`config.mk`:
```
export PLATFORM = sky130hd
export DESIGN_NAME = pulse_tracer_mc
export DESIGN_NICKNAME = d
export VERILOG_FILES = /design/src/rtl/pulse_tracer_pkg.sv /design/src/rtl/pulse_tracer_chan.sv /design/src/rtl/pulse_tracer_mc.sv
export SDC_FILE = /design/constraint.sdc
export NUM_CORES = 1
export LEC_CHECK = 0
export CAP_MARGIN = 20
export CORE_MARGIN = 2
export CORE_UTILIZATION = 58
export DETAILED_ROUTE_END_ITERATION = 16
export GPL_TIMING_DRIVEN = 0
export PLACE_DENSITY = 0.82
export SLEW_MARGIN = 20
export SYNTH_ARGS = -nofsm -noshare
export SYNTH_HDL_FRONTEND = slang
export SYNTH_SLANG_ARGS = --single-unit
```
`constraint.sdc`:
```
create_clock -name clk -period 6.8 [get_ports clk]
set_clock_uncertainty 0.05 [all_clocks]
set_input_delay 0.68 -clock clk [delete_from_list [all_inputs] [get_ports clk]]
set_output_delay 0.68 -clock clk [all_outputs]
set_load 0.05 [all_outputs]
```
`src/rtl/pulse_tracer_pkg.sv`:
```
// pulse_tracer_pkg: shared definitions for the multi-channel pulse tracer.
//   MODE_*  : pulse-selection encodings for the top-level `mode` port
//   chan_state_t : per-channel debounce FSM state
//   eff_len : clamps a programmed filter length into 1..max_len
package pulse_tracer_pkg;

    localparam logic [1:0] MODE_RISE = 2'b00;
    localparam logic [1:0] MODE_FALL = 2'b01;
    localparam logic [1:0] MODE_BOTH = 2'b10;
    localparam logic [1:0] MODE_OFF  = 2'b11;

    typedef enum logic {
        STABLE = 1'b0,
        PEND   = 1'b1
    } chan_state_t;

    // 0 and 1 both mean "one sample"; anything above max_len saturates.
    function automatic int unsigned eff_len(input int unsigned len,
                                            input int unsigned max_len);
        if (len <= 1)
            return 1;
        else if (len > max_len)
            return max_len;
        else
            return len;
    endfunction

endpackage

```
`src/rtl/pulse_tracer_chan.sv`:
```
// pulse_tracer_chan: one debounce channel.
//   clk, rst   : clock, synchronous active-high reset
//   noisy      : raw asynchronous input
//   len        : effective filter length, already clamped to 1..MAX_LEN
//   mode       : pulse selection (rise / fall / both / off)
//   cnt_clr    : clears the event counter (wins over an increment)
//   level      : debounced level
//   pulse      : registered one-cycle edge pulse
//   pulse_nxt  : value `pulse` takes on the next edge (lets the top
//                register an OR that lines up with `pulse`)
//   cnt        : saturating event counter
module pulse_tracer_chan
    import pulse_tracer_pkg::*;
#(
    parameter int unsigned LEN_W       = 4,
    parameter int unsigned SYNC_STAGES = 2,
    parameter int unsigned CNT_W       = 8
) (
    input  logic             clk,
    input  logic             rst,
    input  logic             noisy,
    input  logic [LEN_W-1:0] len,
    input  logic [1:0]       mode,
    input  logic             cnt_clr,
    output logic             level,
    output logic             pulse,
    output logic             pulse_nxt,
    output logic [CNT_W-1:0] cnt
);

    logic [SYNC_STAGES-1:0] sync;
    logic                   s;
    chan_state_t            state, state_nxt;
    logic [LEN_W-1:0]       run, run_nxt;
    logic                   flip;
    logic                   len_one;
    logic [LEN_W-1:0]       len_m1;
    logic                   rise_ok, fall_ok;

    assign s       = sync[SYNC_STAGES-1];
    assign len_one = (len <= LEN_W'(1));
    assign len_m1  = len - LEN_W'(1);
    assign rise_ok = (mode == MODE_RISE) || (mode == MODE_BOTH);
    assign fall_ok = (mode == MODE_FALL) || (mode == MODE_BOTH);

    // State register, synchroniser, level/pulse registers.
    always_ff @(posedge clk) begin
        if (rst) begin
            sync  <= '0;
            state <= STABLE;
            run   <= '0;
            level <= 1'b0;
            pulse <= 1'b0;
        end else begin
            sync[0] <= noisy;
            for (int unsigned i = 1; i < SYNC_STAGES; i++)
                sync[i] <= sync[i-1];
            state <= state_nxt;
            run   <= run_nxt;
            level <= level ^ flip;
            pulse <= pulse_nxt;
        end
    end

    // Counter follows the registered pulse, so it updates one cycle later.
    always_ff @(posedge clk) begin
        if (rst || cnt_clr)
            cnt <= '0;
        else if (pulse && (cnt != '1))
            cnt <= cnt + CNT_W'(1);
    end

    // Next-state logic.
    always_comb begin
        state_nxt = state;
        unique case (state)
            STABLE: if ((s != level) && !len_one) state_nxt = PEND;
            PEND:   if ((s == level) || (run >= len_m1)) state_nxt = STABLE;
            default: state_nxt = STABLE;
        endcase
    end

    // Output logic. `>=` rather than `==` so a length lowered while
    // pending flips on the very next differing sample.
    always_comb begin
        flip    = 1'b0;
        run_nxt = run;
        unique case (state)
            STABLE: begin
                run_nxt = '0;
                if (s != level) begin
                    if (len_one)
                        flip = 1'b1;
                    else
                        run_nxt = LEN_W'(1);
                end
            end
            PEND: begin
                if (s == level) begin
                    run_nxt = '0;
                end else if (run >= len_m1) begin
                    flip    = 1'b1;
                    run_nxt = '0;
                end else begin
                    run_nxt = run + LEN_W'(1);
                end
            end
            default: run_nxt = '0;
        endcase
        pulse_nxt = flip && (level ? fall_ok : rise_ok);
    end

endmodule

```
`src/rtl/pulse_tracer_mc.sv`:
```
// pulse_tracer_mc: multi-channel glitch filter and edge-pulse generator.
//   clk, rst   : clock, synchronous active-high reset
//   noisy_in   : raw asynchronous inputs, bit i = channel i
//   filt_len   : consecutive differing samples needed (0/1 -> 1, >MAX_LEN -> MAX_LEN)
//   mode       : 00 rise, 01 fall, 10 both, 11 pulses off
//   cnt_clr    : clears all event counters
//   level_out  : debounced levels
//   pulse_out  : one-cycle edge pulses
//   any_pulse  : OR of pulse_out, aligned with it
//   evt_cnt    : saturating counters, channel i at [i*CNT_W +: CNT_W]
module pulse_tracer_mc
    import pulse_tracer_pkg::*;
#(
    parameter int unsigned NUM_CH      = 4,
    parameter int unsigned MAX_LEN     = 15,
    parameter int unsigned SYNC_STAGES = 2,
    parameter int unsigned CNT_W       = 8
) (
    input  logic                         clk,
    input  logic                         rst,
    input  logic [NUM_CH-1:0]            noisy_in,
    input  logic [$clog2(MAX_LEN+1)-1:0] filt_len,
    input  logic [1:0]                   mode,
    input  logic                         cnt_clr,
    output logic [NUM_CH-1:0]            level_out,
    output logic [NUM_CH-1:0]            pulse_out,
    output logic                         any_pulse,
    output logic [NUM_CH*CNT_W-1:0]      evt_cnt
);

    localparam int unsigned LEN_W = $clog2(MAX_LEN+1);

    logic [LEN_W-1:0]  len_eff;
    logic [NUM_CH-1:0] pulse_nxt;

    assign len_eff = LEN_W'(eff_len(32'(filt_len), MAX_LEN));

    for (genvar ch = 0; ch < NUM_CH; ch++) begin : g_ch
        pulse_tracer_chan #(
            .LEN_W       (LEN_W),
            .SYNC_STAGES (SYNC_STAGES),
            .CNT_W       (CNT_W)
        ) u_chan (
            .clk       (clk),
            .rst       (rst),
            .noisy     (noisy_in[ch]),
            .len       (len_eff),
            .mode      (mode),
            .cnt_clr   (cnt_clr),
            .level     (level_out[ch]),
            .pulse     (pulse_out[ch]),
            .pulse_nxt (pulse_nxt[ch]),
            .cnt       (evt_cnt[ch*CNT_W +: CNT_W])
        );
    end

    // Registered from the channels' next-pulse values so it rises with pulse_out.
    always_ff @(posedge clk) begin
        if (rst)
            any_pulse <= 1'b0;
        else
            any_pulse <= |pulse_nxt;
    end

endmodule

```
==> impl_metrics.tcl, run 1 <==
# metrics dict for downstream scripts
set metrics [dict create \
    warning_count 28 \
    syn_inst 370 \
    drtIter0Drc 85 \
    yosysMostFrequentCell "dfxtp_1" \
    grt-busiest-layer "met2" \
    critPathTopFamily "adder cells" \
    hp-start "g_ch[1].u_chan.sync[0]" \
    tns_ns 0 \
    root_buffer "clkbuf_8" \
    grt_setup_unrepaired "false" \
    ys_area_sq_mm 0.00337 \
    portBuffers 53 \
    met3_length_um 288 \
    clk_share_pct 4.32 \
    io_pins 54 \
    topRoutingLayerUsed "met4" \
    setup-violations-final 0 \
    min_path_type "flop to flop" \
    postCtsHoldBufs 0 \
    finalHoldViolCount 0 \
    worst_slack_ns 3.14 \
    p_leak_nw 1.61 \
    crit_type "primary input to flop" \
    relSlewSlack_pct 45.8 \
    tightest_slew_ns 0.803 \
    core_sq_mm 0.00557 \
    die_area_sq_mm 0.00644 \
    numSynthFlops 69 \
    synthTopCellsByCount "dfxtp_1 (69), nor2_1 (51), inv_1 (25)" \
    critPathMaxFanout 5 \
    cts_tree "done" \
    dpl.cell_count 495 \
    dp_slack_ns 2.78 \
    cp_slowest_cell "or4_4" \
    ys_sh_aoi_pct 11.4 \
    ff_latch_area_sq_mm 0.00138 \
    ant_nets 0 \
    sh_comb_area_pct 43.4 \
    worstSetupStartpointType "primary input" \
    end_kind "flop" \
    use_met3_pct 4.16 \
    fin_crit_ns 3.66 \
    grt_pass1_vias 2687 \
    comb.multi_input.count 261 \
    power.total_mw 0.781 \
    clk_path_buf_depth 2 \
    outcome "complete, no violations" \
    fin_area_sq_mm 0.00417 \
    r2r-end "g_ch[3].u_chan.run[0]" \
    post_cts_buffers 0 \
    die_y_um 80.2 \
    grt_pass1_wl_mm 11.6 \
    inverters 25 \
    cts.clk_slew.worst_paths_ns 0.07 \
    clockPowerShare_pct 40.1 \
    layout.nets 471 \
    max_stage_delay_ns 0.54 \
    post-route-period-util_pct 53.8 \
    drt-met1-wl_mm 2.94 \
    grt_max_degree 12 \
    synth-seq-area-share_pct 41.0 \
    p_int_mw 0.598 \
    cts_resized 0 \
    ys_cells 370 \
    worst_r2r_startpoint "g_ch[3].u_chan.run[0]" \
    largest_register "g_ch.u_chan.cnt" \
    mux_share_pct 1.67 \
    crit_start "filt_len[3]" \
    wl_met2_mm 3.24 \
    crit_cells 12 \
    async_flop_share_pct 0 \
    numCtsBuffers 9 \
    layout_top_cell "dfxtp_1" \
    largest_reg_flops 32 \
    taps 72 \
    use_met1_pct 26.8 \
    dieWidth_um 80.2 \
    worstPathRequired_ns 7.01 \
    p_seq_mw 0.412 \
    synthFlopType "dfxtp_1" \
    area_dominant_class "logic gates" \
    ys_sh_xor_pct 9.35 \
    area_leaders "dfxtp_1 (41%), ha_1 (8.9%), xnor2_1 (5.7%)" \
    combinationalPower_mw 0.0559 \
    n_clock_buffer 10 \
    synth.largest_area_cell "dfxtp_1" \
    simple_gate_area_share_pct 21.7 \
    path_buffers 2 \
    worstPathArrival_ns 3.87 \
    synthTopLogicFamily "simple AND/OR/NAND/NOR gates" \
    max_freq_mhz 273 \
    p_comb_share_pct 7.2 \
    syn_area_sq_mm 0.00337 \
    fillerInstances 449 \
    core.rowCount 27 \
    dr.pass1.iters 4 \
    routabilityCongestion 0.852 \
    power_top_consumer "sequential cells" \
    cts.sinks 69 \
    diodes 0 \
    whs_path_depth 1 \
    drive_gt1_share_pct 8.90 \
    area_growth_pct 23.8 \
    top_area_share_pct 41.0 \
]
**Run 1: clock routing**

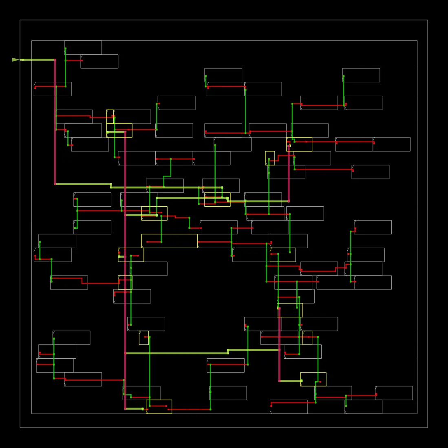
P_clk: 0.313 mW
Late-Pin Clk Latency: 0.34 ns

**Run 1: PDN straps and rails**

Pins as bars on the die edge.
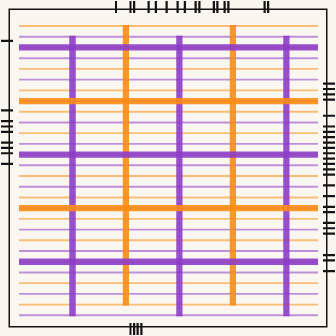
legend:
  purple:
    net: VSS
  orange:
    net: VDD
met4 straps: 5
met1 rails: 28

**Run 1: wiring by layer**

Two of the layers only.
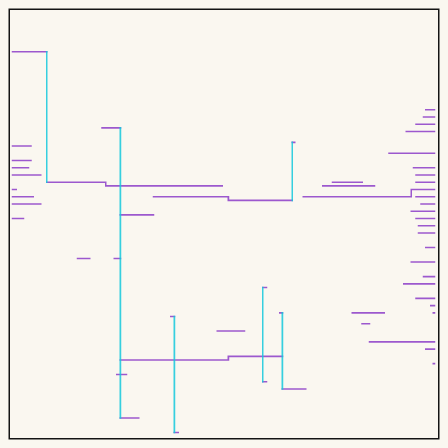
legend:
  purple:
    layer: metal 3
    wire_length: 288 um
  cyan:
    layer: metal 4
    wire_length: 144 um
vias after detailed routing: 2,753
Post-Route WL: 6.62 mm
overall routing resource usage: 22.9%
WL/cell: 13.0 um

**Run 1: clock wires, drivers and flops**

Bar = 20 um.
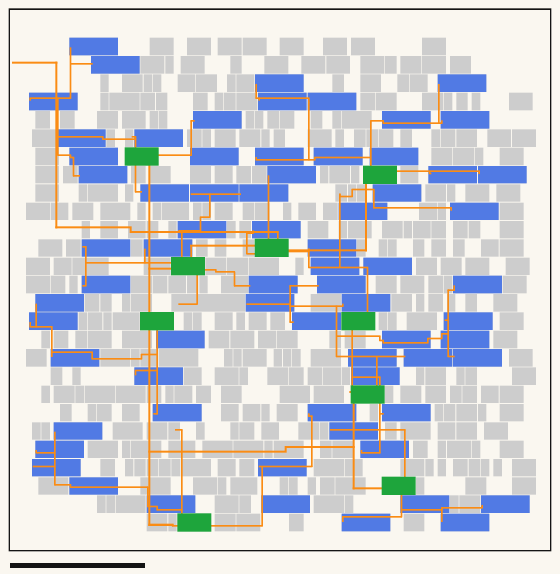
legend:
  orange:
    item: clock wires
    length: 820 um
  green:
    item: clock drivers
    count: 9
  blue:
    item: flip-flops
    count: 69
routed clock nets: 10
flops lie: spread over the die

==> inputs of run 2 (changes only) <==
--- a/config.mk
+++ b/config.mk
@@ -7,10 +7,10 @@
 export LEC_CHECK = 0
 export CAP_MARGIN = 20
 export CORE_MARGIN = 2
-export CORE_UTILIZATION = 58
+export CORE_UTILIZATION = 48
 export DETAILED_ROUTE_END_ITERATION = 16
 export GPL_TIMING_DRIVEN = 0
-export PLACE_DENSITY = 0.82
+export PLACE_DENSITY = 0.73
 export SLEW_MARGIN = 20
 export SYNTH_ARGS = -nofsm -noshare
 export SYNTH_HDL_FRONTEND = slang
==> constraint.sdc (replaced) <==
create_clock -name clk -period 3 [get_ports clk]
set_clock_uncertainty 0.05 [all_clocks]
set_input_delay 0.3 -clock clk [delete_from_list [all_inputs] [get_ports clk]]
set_output_delay 0.3 -clock clk [all_outputs]
set_load 0.05 [all_outputs]
**Run 2: wiring by layer**

Two of the layers only.
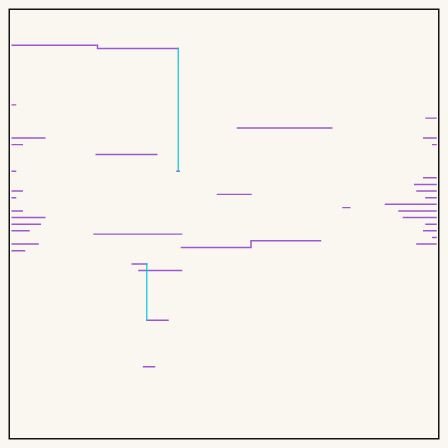
legend:
  cyan:
    layer: metal 4
    wire_length: 36.7 um
  purple:
    layer: metal 3
    wire_length: 232 um
vias after detailed routing: 2,727
Post-Route WL: 6.77 mm
overall routing resource usage: 18.9%
WL/cell: 12.6 um

**Run 2: clock wires, drivers and flops**

Bar = 20 um.
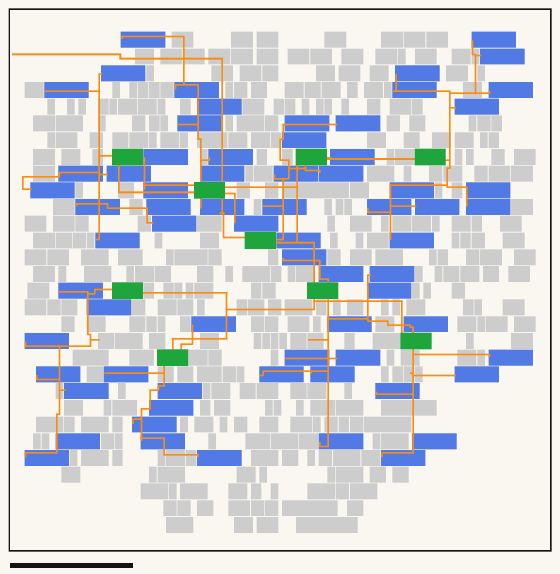
legend:
  orange:
    item: clock wires
    length: 766 um
  blue:
    item: flip-flops
    count: 69
  green:
    item: clock drivers
    count: 9
routed clock nets: 10
flops lie: spread over the die
P_clk: 0.744 mW
Clk pwr share: 40.9%

==> run 2 against run 1 <==
Register-to-register slack lost 3.8 ns. Utilization shrank 12 points. Critical endpoint unchanged. Hold slack lost 0.0023 ns.
==> impl_metrics.tcl, run 2 <==
# metrics dict for downstream scripts
set metrics [dict create \
    outcome "complete, no violations" \
    worstSetupStartpointType "primary input" \
    synthFlopType "dfxtp_1" \
    area_leaders "dfxtp_1 (41%), ha_1 (8.9%), xnor2_1 (5.7%)" \
    fin_crit_ns 2.87 \
    path_buffers 2 \
    met2_usage_pct 30.4 \
    io_pins 54 \
    inverters 25 \
    fillerInstances 588 \
    grt-busiest-layer "met2" \
    p_leak_nw 1.62 \
    tns_ns 0 \
    ys_area_sq_mm 0.00337 \
    postCtsHoldBufs 0 \
    ir_drop_mv 0.274 \
    numCtsBuffers 9 \
    worstPathRequired_ns 3.20 \
    die_y_um 87.8 \
    cap_violations 0 \
    crit_start "filt_len[0]" \
    cts_tree "done" \
    ys_warn_count 0 \
    drt-met1-wl_mm 3.27 \
    p_sw_share_pct 23.4 \
    synth.largest_area_cell "dfxtp_1" \
    layout.nets 472 \
    async_flop_share_pct 0 \
    reg.largest.list "g_ch.u_chan.cnt: 32 flops, g_ch.u_chan.run: 16 flops, g_ch.u_chan.sync: 8 flops" \
    endpoint "g_ch[3].u_chan.run[0]" \
    fin_util_pct 63.1 \
    syn_area_sq_mm 0.00337 \
    top_area_share_pct 41.0 \
    warning_count 28 \
    p_switching_mw 0.425 \
    area_growth_pct 27.1 \
    fp-utilization_pct 49.6 \
    worstPathArrival_ns 3.07 \
    use_met1_pct 24.0 \
    critPathMaxFanout 5 \
    met3_length_um 231 \
    edf_count 0 \
    hp-start "g_ch[2].u_chan.sync[0]" \
    largest_reg_flops 32 \
    numSynthFlops 69 \
    ff_latch_area_sq_mm 0.00138 \
    cp_slowest_cell "or4_4" \
    r2r-end "g_ch[3].u_chan.run[0]" \
    post_cts_buffers 1 \
    cts.sinks 69 \
    synthTopCellsByCount "dfxtp_1 (69), nor2_1 (51), inv_1 (25)" \
    min_path_type "flop to flop" \
    place_area_sq_mm 0.00402 \
    ys_cells 370 \
    dr.pass1.iters 4 \
    power.total_mw 1.82 \
    portBuffers 53 \
    dp_slack_ns -0.625 \
    finalHoldViolCount 0 \
    post-route-period-util_pct 95.6 \
    worst_r2r_startpoint "g_ch[3].u_chan.run[0]" \
    dp_hpwl_mm 5.13 \
    synth.distinct_cells 58 \
    whs_path_depth 1 \
    wl_met2_mm 3.24 \
    syn_inst 370 \
    synthTopLogicFamily "simple AND/OR/NAND/NOR gates" \
    core.rowCount 30 \
    tightest_slew_ns 0.760 \
    routabilityCongestion 0.863 \
    max_stage_delay_ns 0.53 \
    mux_share_pct 1.67 \
    layout_top_cell "dfxtp_1" \
    topRoutingLayerUsed "met4" \
    ys_sh_aoi_pct 11.4 \
    p_int_mw 1.39 \
    worst_slack_ns 0.132 \
    seq_share_pct 32.2 \
    p_seq_mw 0.934 \
    comb.multi_input.count 261 \
    grt_max_degree 13 \
    instances_no_fill 536 \
    crit_type "primary input to flop" \
    clk_latency_ns 0.33 \
    max_freq_mhz 349 \
    root_buffer "clkbuf_8" \
    relSlewSlack_pct 48.7 \
    p_comb_share_pct 7.6 \
    dieWidth_um 87.8 \
    drive_gt1_share_pct 10.7 \
    synth-adder-area-share_pct 9.54 \
    clk_share_pct 4.67 \
    core_sq_mm 0.00679 \
    powerDensity_mw_per_mm2 424 \
    die_area_sq_mm 0.00771 \
    grt_setup_unrepaired "false" \
    sh_comb_area_pct 43.5 \
    use_met3_pct 5.56 \
    mostFrequentLayoutCells "dfxtp_1 (69), nor2_1 (51), clkdlybuf4s50_1 (50)" \
    synth-seq-area-share_pct 41.0 \
    flops 69 \
    simple_gate_area_share_pct 21.7 \
    reg2reg_slack_ns 0.93 \
    crit_cells 11 \
    critPathTopFamily "simple AND/OR/NAND/NOR gates" \
    cts.clk_slew.worst_paths_ns 0.07 \
    n_clock_buffer 10 \
    power_top_consumer "sequential cells" \
    setup-violations-final 0 \
    combinationalPower_mw 0.139 \
    fin_area_sq_mm 0.00428 \
    buf_share_pct 14.5 \
    largest_register "g_ch.u_chan.cnt" \
    grt_pass1_wl_mm 11.5 \
    cts_resized 8 \
    ys_sh_xor_pct 9.35 \
    area_dominant_class "logic gates" \
    diodes 0 \
    ant_nets 0 \
    taps 96 \
    yosysMostFrequentCell "dfxtp_1" \
    hold_end "g_ch[2].u_chan.sync[1]" \
    end_kind "flop" \
    grt_pass1_vias 2580 \
    drtIter0Drc 107 \
    antenna_found_initial 0 \
    clk_path_buf_depth 2 \
    dpl.cell_count 519 \
]
==> inputs of run 3 (changes only) <==
--- a/config.mk
+++ b/config.mk
@@ -7,10 +7,10 @@
 export LEC_CHECK = 0
 export CAP_MARGIN = 20
 export CORE_MARGIN = 2
-export CORE_UTILIZATION = 48
+export CORE_UTILIZATION = 53
 export DETAILED_ROUTE_END_ITERATION = 16
 export GPL_TIMING_DRIVEN = 0
-export PLACE_DENSITY = 0.73
+export PLACE_DENSITY = 0.76
 export SLEW_MARGIN = 20
 export SYNTH_ARGS = -nofsm -noshare
 export SYNTH_HDL_FRONTEND = slang
==> constraint.sdc (replaced) <==
create_clock -name clk -period 2.7 [get_ports clk]
set_clock_uncertainty 0.05 [all_clocks]
set_input_delay 0.27 -clock clk [delete_from_list [all_inputs] [get_ports clk]]
set_output_delay 0.27 -clock clk [all_outputs]
set_load 0.02 [all_outputs]
**Run 3: clock wires, drivers and flops**

Bar = 20 um.
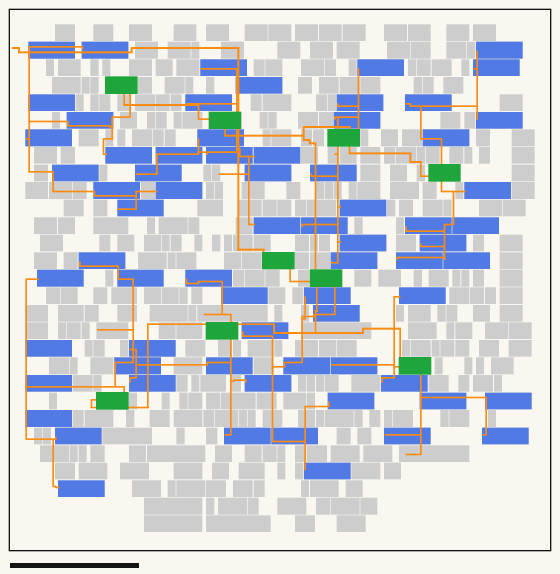
legend:
  orange:
    item: clock wires
    length: 831 um
  blue:
    item: flip-flops
    count: 69
  green:
    item: clock drivers
    count: 9
routed clock nets: 10
Clk pwr share: 45.7%
P_clk: 1.01 mW

**Run 3: PDN straps and rails**

Pins as bars on the die edge.
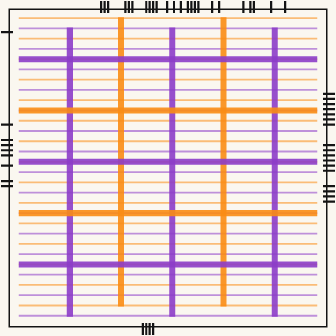
legend:
  orange:
    net: VDD
  purple:
    net: VSS
met5 straps: 5
rows: 29
met1 rails: 30
met4 straps: 5
signal pins: 54
Core Box Area: 0.00624 sq mm
die extent in y: 83.8 um
DIE WIDTH: 83.8 um
Max VDD drop: 0.350 mV

==> run 3 against run 2 <==
Critical path depth rose by 1. Critical endpoint unchanged. Routed wire length rose by 2.8%. Largest cell class unchanged. Register-to-register slack got worse by 0.36 ns. Count of clock-buffer cells in the layout rose by 2. Utilization rose by 6.5 points. Final cell count fell by 3.4%. Synthesized area did not move. First-iteration DRC count rose by 9.3%. Clock power rose by 36%. Highest routed layer unchanged. Die size fell by 9.0%.
==> impl_metrics.tcl, run 3 <==
# metrics dict for downstream scripts
set metrics [dict create \
    async_flop_share_pct 0 \
    numSynthFlops 69 \
    comb.multi_input.count 261 \
    cts_resized 10 \
    wire_per_inst_um 13.4 \
    track_usage_pct 21.2 \
    outcome "complete, no violations" \
    drive_gt1_share_pct 12.0 \
    max_freq_mhz 382 \
    met3_length_um 263 \
    synth-seq-area-share_pct 41.0 \
    worstSetupStartpointType "primary input" \
    grt_pass1_wl_mm 12.2 \
    syn_inst 370 \
    met2_usage_pct 37.8 \
    n_clock_buffer 12 \
    ff_latch_area_sq_mm 0.00138 \
    max_stage_delay_ns 0.58 \
    fin_area_sq_mm 0.00434 \
    portBuffers 53 \
    critPathMaxFanout 5 \
    layout_top_cell "dfxtp_1" \
    root_buffer "clkbuf_8" \
    fp-utilization_pct 54.0 \
    core.rowCount 29 \
    cap_violations 0 \
    ys_cells 370 \
    die_area_sq_mm 0.00701 \
    cp_slowest_cell "or4_4" \
    r2r-end "g_ch[3].u_chan.run[0]" \
    dr.pass1.iters 4 \
    power_top_consumer "sequential cells" \
    crit_start "filt_len[1]" \
    relSlewSlack_pct 38.6 \
    postCtsHoldBufs 0 \
    p_int_mw 1.74 \
    mux_share_pct 1.67 \
    cts.sinks 69 \
    tightest_slew_ns 0.909 \
    critPathTopFamily "simple AND/OR/NAND/NOR gates" \
    combinationalPower_mw 0.158 \
    worstPathArrival_ns 2.82 \
    grt-busiest-layer "met2" \
    worstPathRequired_ns 2.91 \
    diodes 0 \
    synth.largest_area_cell "dfxtp_1" \
    power.total_mw 2.20 \
    finalHoldViolCount 0 \
    post-route-period-util_pct 96.9 \
    end_kind "flop" \
    ys_sh_xor_pct 9.35 \
    grt_max_degree 12 \
    taps 77 \
    grt_setup_unrepaired "false" \
    hp-start "g_ch[0].u_chan.sync[0]" \
    ys_sh_aoi_pct 11.4 \
    topRoutingLayerUsed "met4" \
    synth.distinct_cells 58 \
    p_leak_nw 1.67 \
    synthTopCellsByCount "dfxtp_1 (69), nor2_1 (51), inv_1 (25)" \
    ys_area_sq_mm 0.00337 \
    whs_path_depth 1 \
    mostFrequentLayoutCells "dfxtp_1 (69), nor2_1 (51), clkdlybuf4s50_1 (49)" \
    dpl.cell_count 500 \
    clk_latency_ns 0.34 \
    top_area_share_pct 41.0 \
    inverters 25 \
    numCtsBuffers 9 \
    ant_nets 0 \
    min_path_type "flop to flop" \
    largest_register "g_ch.u_chan.cnt" \
    buf_share_pct 14.4 \
    fillerInstances 517 \
    area_dominant_class "logic gates" \
    p_sw_share_pct 21.0 \
    endpoint "g_ch[3].u_chan.run[0]" \
    use_met3_pct 6.53 \
    wl_mm 6.96 \
    edf_count 0 \
    area_growth_pct 28.7 \
    post_cts_buffers 0 \
]
Power is estimated from default activity; no workload was simulated.
